Design adc_scanner, sky130hd; sources not shown.
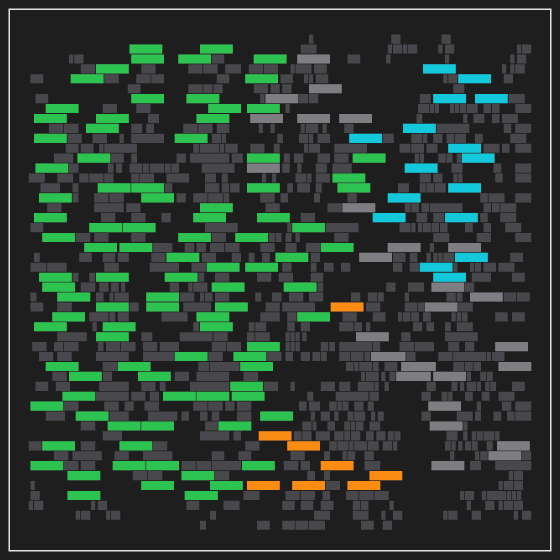
Fig. 1. Where the registers sit.
Other sequential cells in the stronger grey, the rest of the logic in the fainter grey.
legend:
  orange:
    netlist_name: mask_q
    placed_flops: 8
    where: south
  green:
    netlist_name: res_q
    placed_flops: 96
  cyan:
    netlist_name: sweep_q
    placed_flops: 16
not coloured: 26
Seq area share: 0.3777
Flop+latch power: 0.00395 W
Reg area: 3657 um2
final core occ: 0.5159

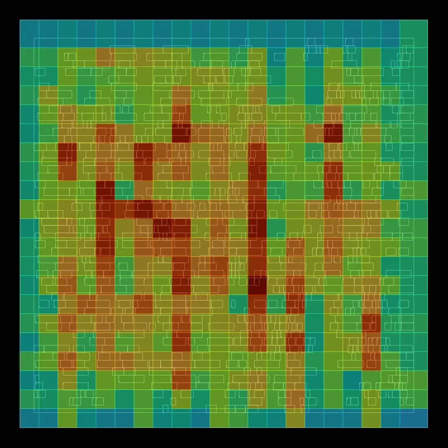
Fig. 2. Track usage over the die.
met2 Resource Use GR: 0.2896
met3 Use GR: 0.04388
grt met1 use: 0.2623
total track usage: 0.1948

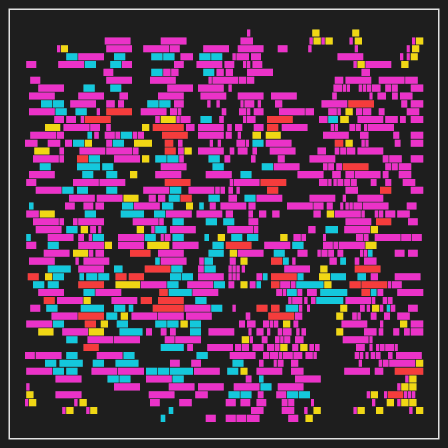
Fig. 3. Cell sizes after repair.
legend:
  cyan:
    size: drive 2
    cells: 143
    share: 18%
  red:
    size: drive 6 and up
    cells: 45
    share: 5.6%
  yellow:
    size: drive 3 to 4
    cells: 80
    share: 10%
  magenta:
    size: drive 1 or less
    cells: 536
    share: 67%
area grow syn2layout: 26.99%
design area: 9683 um2
worst setup margin: 28.52 ps
Signal buffers: 151

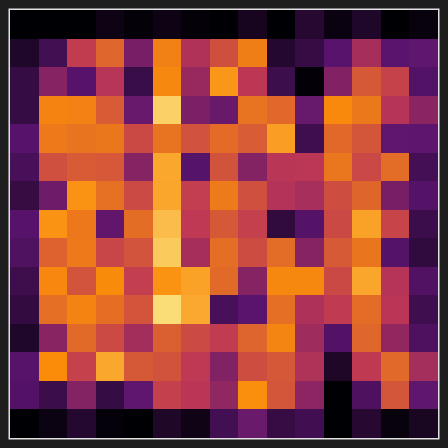
Fig. 4. Cell area per tile.
The die is cut into 15 by 15 equal tiles; black is low, pale yellow is high, 0 to 100% covered.
nearly empty tiles: 6.7%
mean over tiles: 43%
tiles over 75% full: 7.6%
densest ninth of the die: centre
core area: 18770 um2
Pre-Place Util: 0.4063

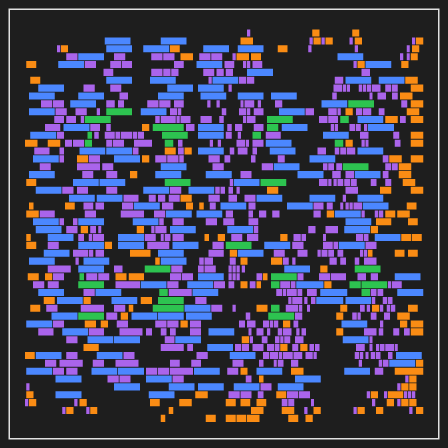
Fig. 5. Cells coloured by class.
legend:
  orange:
    class: other buffers and delay cells
    cells: 151
  blue:
    class: flops
    cells: 146
  green:
    class: clock drivers and dummy loads
    cells: 32
  purple:
    class: all other logic
    cells: 475
num rows: 50

==> metrics.cfg <==
[worst_setup_path]
r2r_cells = 9
critPathKind = primary input to output pin
startpoint_type = primary input
required_ps = 1960
crit_path_max_fanout = 10
worstSetupEndpointType = output pin
worstPathCellList = buf_6, buf_12, buf_6, o21ai_0, o21ai_0, a221oi_1, o211ai_1, dlymetal6s2s_1

[outcome]
violations = hold timing
status = complete, but fails checks

[clock_tree]
cts_sinks = 146
htree_levels = 4
cts_root_buf = clkbuf_16
clkTransAtPathRegs_ps = 60
clkLatencyLatePin_ps = 430
cts_buffer_depth = 2

[detailed_routing]
dr.pass1.iters = 6
wirelength_um = 20290
routedWlPerCell_um = 19.55
drt_iter0_drc = 225
drc = 0

[timing]
whs_ps = -15.60
hold_violations = 27
slew_headroom = 0.5556
fmax_ghz = 0.4130
finalClockPeriodUsage = 0.9884

[flow_run]
drv_cap = 0
warnings = 68

[cells_and_area]
num_antenna_cells = 0
largest_reg_flops = 96
drive_gt1_frac = 0.3333

[synthesis]
synthCells = 659
ys_cells = 659
synth_warnings = 6
top_area_frac = 0.4792
numSynthFlops = 146
logic_family = multiplexers
async_reset_ff_frac = 1.000
ys_seq_frac = 0.4792
largest_area_cell = dfrtp_1

[pwr]
power.density_nw_per_um2 = 960.5

[placement]
portBuffers = 64
post-dp-hpwl_um = 13870
routabilityCongestion = 0.8548

[floorplan]
die_area_um2 = 21920
io_pins = 137

[hold_path]
hp-class = primary input to async pin

[grt]
grt_pass1_wl_um = 31970
grt_remaining_overflow = 0

## report_power, final
part | total (W) | leakage (nW) | switching [W] | internal (W)
Clock | 0.00265 | 0.293 | 0.00112 | 0.00153
Combinational | 0.00270 | 2.80 | 0.00113 | 0.00157
Sequential | 0.00395 | 1.81 | 0.000631 | 0.00332
## metal layers
metal / global-route usage / part of all wire / vias to the layer above
met1: 0.2623 / 0.46 / 2793
met5: - / 0 / -
met4: 0.07390 / 0.015 / 0
met3: 0.04388 / 0.056 / 19
met2: 0.2896 / 0.46 / 139
li1: - / - / 2568
## logic make-up (layout without fill, tap and decap cells)
group | Yosys count | count (layout)
compound gates | 95 | 95
xor+xnor | 17 | 17
fa+ha+maj | 3 | 3
buf+inv | 77 | 194
flops | 146 | 146
mux | 136 | 136
other cells | 1 | 29
simple gates | 184 | 184
## per-stage QoR
| step | instance area [um2] | hold WS [ps] | utilization | total power [W] | std cells |
|---|---|---|---|---|---|
| after detailed placement | 8696 | 442.9 | 0.4633 | 0.006473 | 986 |
| after floorplan | 7730 | 194.4 | - | 0.005639 | 687 |
| final | 9683 | -15.60 | 0.5159 | 0.009300 | 1038 |
| after global routing | 9683 | 9.103 | 0.5159 | 0.009829 | 1038 |
| after CTS | 9291 | -13.08 | 0.4951 | 0.009170 | 1018 |
| after global placement | 8663 | 453.7 | 0.4616 | 0.006355 | 985 |
## cell type report
class                   instances  area (um2)
inverters                      11       41.29
clock buffers                  17       425.4
plain buffers                  63       528.0
flip-flops and latches        146        3657
multi-input cells             464        3662
repair buffers                 88       905.9
clock inverters                15       170.2
well taps                     234       292.8
fillers                      1667        9085
## critical path: cells and delay by family
kind | cells | cell delay, ps
AOI/OAI and AO/OA | 4 | 770
buffers and inverters | 4 | 650
Power and IR drop assume default switching activity.
